Fig. 1: signal wires on met1
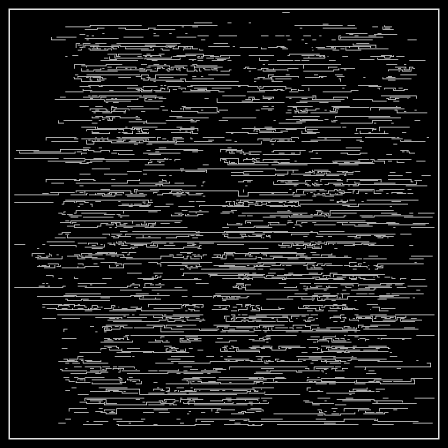
Fig. 2: metal 2
The bar under the picture is 20 µm long. Cells faint in the background.
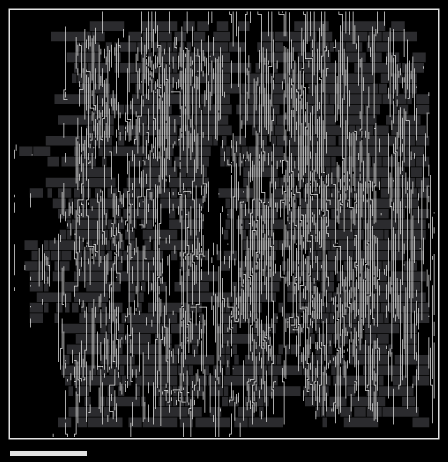
Design fetch_unit, sky130hd; sources not shown.
==> run summary <==
State of the implementation.

- Leaving out filler cells and counting taps, the final layout contains 1053.
- The maximum number of pins on one net before global-route repair is 40, for reference.
- The reg2reg setup slack is 120 ps, for reference.
- The combinational cell fraction of total power is 48.3%, for reference.
- The share of the Yosys chip area taken by registers is 43.6%.
- The STA report counts the stages on the worst setup path as 9.
- The area growth from synthesis to layout is 41.9%.
- The critical path required time is 2150 ps, for reference.
- The synthesis warning total is 0, for reference.
- After detailed routing, the number of vias per cell comes to 5.51.
- Summing all multi-input logic gate instances after layout gives 3240 µm².
- Looking at the clock tree report, the H-tree level count equals 3.
- The worst setup path is of the reg2reg kind.
- In this run the core area contains 39 standard-cell rows.
- The slowest library cell on the worst path is sky130_fd_sc_hd__dfrtp_2, for reference.
- Per the breakdown, switching nets consume 40.2% of all power.
- The number of fill cells is 823, for reference.
- Per report_power, the clock group accounts for 20.8% of the total.
- The flow reports that sequential cells draw 30.9% of the design power.
- Setup repair after global routing could not meet its margin everywhere.
- At the worst endpoint, the arrival time is 2030 ps.
- The height of the die is 112 µm, for reference.
- The final timing summary puts the cycle share of the worst path at 94.1%.
- The synthesis report lists the most area-consuming cells as sky130_fd_sc_hd__dfrtp_1 44%, sky130_fd_sc_hd__nand2_1 14%, sky130_fd_sc_hd__o21ai_0 6.1%.
- In this run the worst path has a maximum fanout of 7.
- The synthesized netlist was found by Yosys to have 756 cells.
- The remaining max-slew budget at the tightest pin is 62.5%, for reference.
- The clock tree from TritonCTS is built, for reference.
- The number of global-route vias before repair came to 5355.
- STA classifies the critical path startpoint as a flip-flop.
- The global routing report lists combined usage of all routing layers as 27.0%.
- The first global-routing pass estimated 26300 µm of wire.
- The average instance in the mapped netlist occupies 7.66 µm².
- The logs give a warning total of 31.
- The script computed a power per unit cell area of 1150 nW/µm².
- For the final routed database, the setup TNS stands at 0 ps.
- Looking at the cell usage after synthesis, the top flip-flop cell is sky130_fd_sc_hd__dfrtp_1.
- The core utilization at floorplan is 51.0%, for reference.
- The number of detailed-routing iterations run before antenna repair is 5, for reference.
- The flow ran to the end, and the final reports show no timing, DRC or antenna violations.
- For this design, the sink count on the clock tree is 101.
- Per STA, the worst path is made up of inv_4 -> ha_4 -> nand3_4 -> nor3_4 -> nand2_2 -> nand2_4 -> buf_6 -> a21oi_1 -> a22oi_1.
- For this sky-water flow run, the detailed-routed wirelength per cell is reported as 16.7 µm.
- The post-synthesis cell count is 756, for reference.
- The endpoint class of the critical path is a flip-flop, for reference.
- Subtracting the final worst setup slack from the clock period gives 1880 ps.
- The run reported a max-capacitance violation count of 0.
- The critical path's top delay family is simple AND/OR/NAND/NOR gates, for reference.
- The number of pins with negative max-slew slack in the final report is 0, for reference.
- The remaining design rule violation count is 0, for reference.
- The total net switching power is 0.00379 W, for reference.
- The internal power of the cells totals 0.00564 W.
- Per the finish-stage timing summary, setup violations number 0.
- After synthesis, the share of flip-flops with an asynchronous set or reset is 100%.
- In this build the clock could be raised as far as 0.531 GHz.
- The longest clock path from root to sink contains 2 buffers.
- The post-synth count of flops with an enable pin is 0.
- The tree is rooted in a sky130_fd_sc_hd__clkbuf_16.
- The residual antenna-violating net count after detailed routing is 0, for reference.
- sky130_fd_sc_hd__dfrtp_1 takes more of the synthesized area than any other cell.
- The congestion estimate from routability-driven global placement came to 1.01.
- Checking hold timing, the worst path is listed with class in2async.
- The die covers 12500 µm².
- The number of placed cells counting well taps is 1011, for reference.
- The total overflow reported by the global router is 0, for reference.
- The transition time of the tightest slew-check pin is 562 ps, for reference.
- The tally of buffers added on design ports is 91, for reference.
- The share of the synthesized area in the top cell type is 43.6%, for reference.
- At floorplan, the net count of the design was reported as 814.
- On met3, the global router reports a usage of 4.46%.
- The commonest cells after synthesis are 222 x sky130_fd_sc_hd__nand2_1, 101 x sky130_fd_sc_hd__dfrtp_1, 76 x sky130_fd_sc_hd__inv_1.
- In this run the count of I/O pins placed on the die edge is 92.
## Picture notes: Fig. 1
The wires run mostly horizontal. The longest straight run is 39.6 µm. The layer holds 42% of the routed length. 884 nets have wire on it. The layer carries 7340 µm of wire.
Vias: 5806
met1 track demand over resource in global routing: 34.9%
overall routed net length: 17600 µm

## Picture notes: Fig. 2
The layer carries 8880 µm of wire. The layer holds 51% of the routed length. 814 nets have wire on it. The wires run mostly vertical. The longest straight run is 56.1 µm.
met2 layer usage reported by global route: 44.2%

[placed cells by master (no fill, tap or decap), types with 7 or more instances in the layout]
master                            instances
sky130_fd_sc_hd__dlymetal6s2s_1           8
sky130_fd_sc_hd__inv_2                    7
sky130_fd_sc_hd__dfrtp_2                 17
sky130_fd_sc_hd__nor2_1                  34
sky130_fd_sc_hd__clkdlybuf4s50_1         66
sky130_fd_sc_hd__inv_1                   71
sky130_fd_sc_hd__o21ai_2                 22
sky130_fd_sc_hd__o21ai_0                 67
sky130_fd_sc_hd__nand4_1                 13
sky130_fd_sc_hd__nand2_4                 11
sky130_fd_sc_hd__clkbuf_16               11
sky130_fd_sc_hd__ha_4                    13
sky130_fd_sc_hd__dlygate4sd2_1           16
sky130_fd_sc_hd__nand2_2                 28
sky130_fd_sc_hd__nand3_2                  7
sky130_fd_sc_hd__dfrtp_1                 84
sky130_fd_sc_hd__nand3_1                 37
sky130_fd_sc_hd__a21oi_1                 21
sky130_fd_sc_hd__nand2_1                203
sky130_fd_sc_hd__nor2_2                   9
sky130_fd_sc_hd__o21ai_1                 13
sky130_fd_sc_hd__xor2_1                   7
sky130_fd_sc_hd__buf_4                   62
[power by group through the flow]
stage | combinational [W] | sequential (W) | clock, W
floorplan | 0.00184 | 0.00336 | 0
global placement | 0.00366 | 0.00288 | 0
finish | 0.00455 | 0.00291 | 0.00197
CTS | 0.00385 | 0.00288 | 0.00198
global route | 0.00488 | 0.00296 | 0.00208
detailed placement | 0.00374 | 0.00291 | 0
[per-layer routing]
| metal | part of all wire (%) | vias up | wire length (µm) |
|---|---|---|---|
| met5 | 0 | - | 0 |
| met4 | 2.5 | 0 | 446 |
| met3 | 5.0 | 46 | 885 |
| met2 | 51 | 220 | 8880 |
| met1 | 42 | 2764 | 7340 |
| li1 | - | 2776 | - |
[final cells by class]
cell class,count,area share (%)
multi-input cells,545,39.4
flip-flops and latches,101,31.0
repair buffers,166,19.4
inverters,82,3.93
clock buffers,10,2.91
well taps,143,2.18
clock inverters,6,1.14
[per-stage QoR]
step / worst slack, ps / cell area, µm² / total power [W]
after global routing: 49.3 / 8220 / 0.00992
after global placement: -131 / 7230 / 0.00654
after CTS: 151 / 7640 / 0.00871
after detailed placement: -182 / 7230 / 0.00665
after floorplan: 203 / 5910 / 0.00520
final: 117 / 8220 / 0.00943
[what timing repair did]
action	in CTS	in global routing
hold buffers	1	0
gates resized	32	88
pin swaps	10	28
setup endpoints to repair	58	60
setup buffers	3	19
gates cloned	0	3
hold endpoints to repair	36	0
[kinds of logic (layout without fill, tap and decap cells)]
kind of cell,Yosys count,after routing,share of synthesized area [%]
DFF,101,101,43.6
AOI/OAI and AO/OA,151,151,15.5
buffers and inverters,110,264,7.97
adders and majority gates,18,18,4.02
xor gates and xnor gates,10,10,1.51
and+or+nand+nor,366,366,27.4
No activity file was given, so power comes from the tool's default toggle rates.
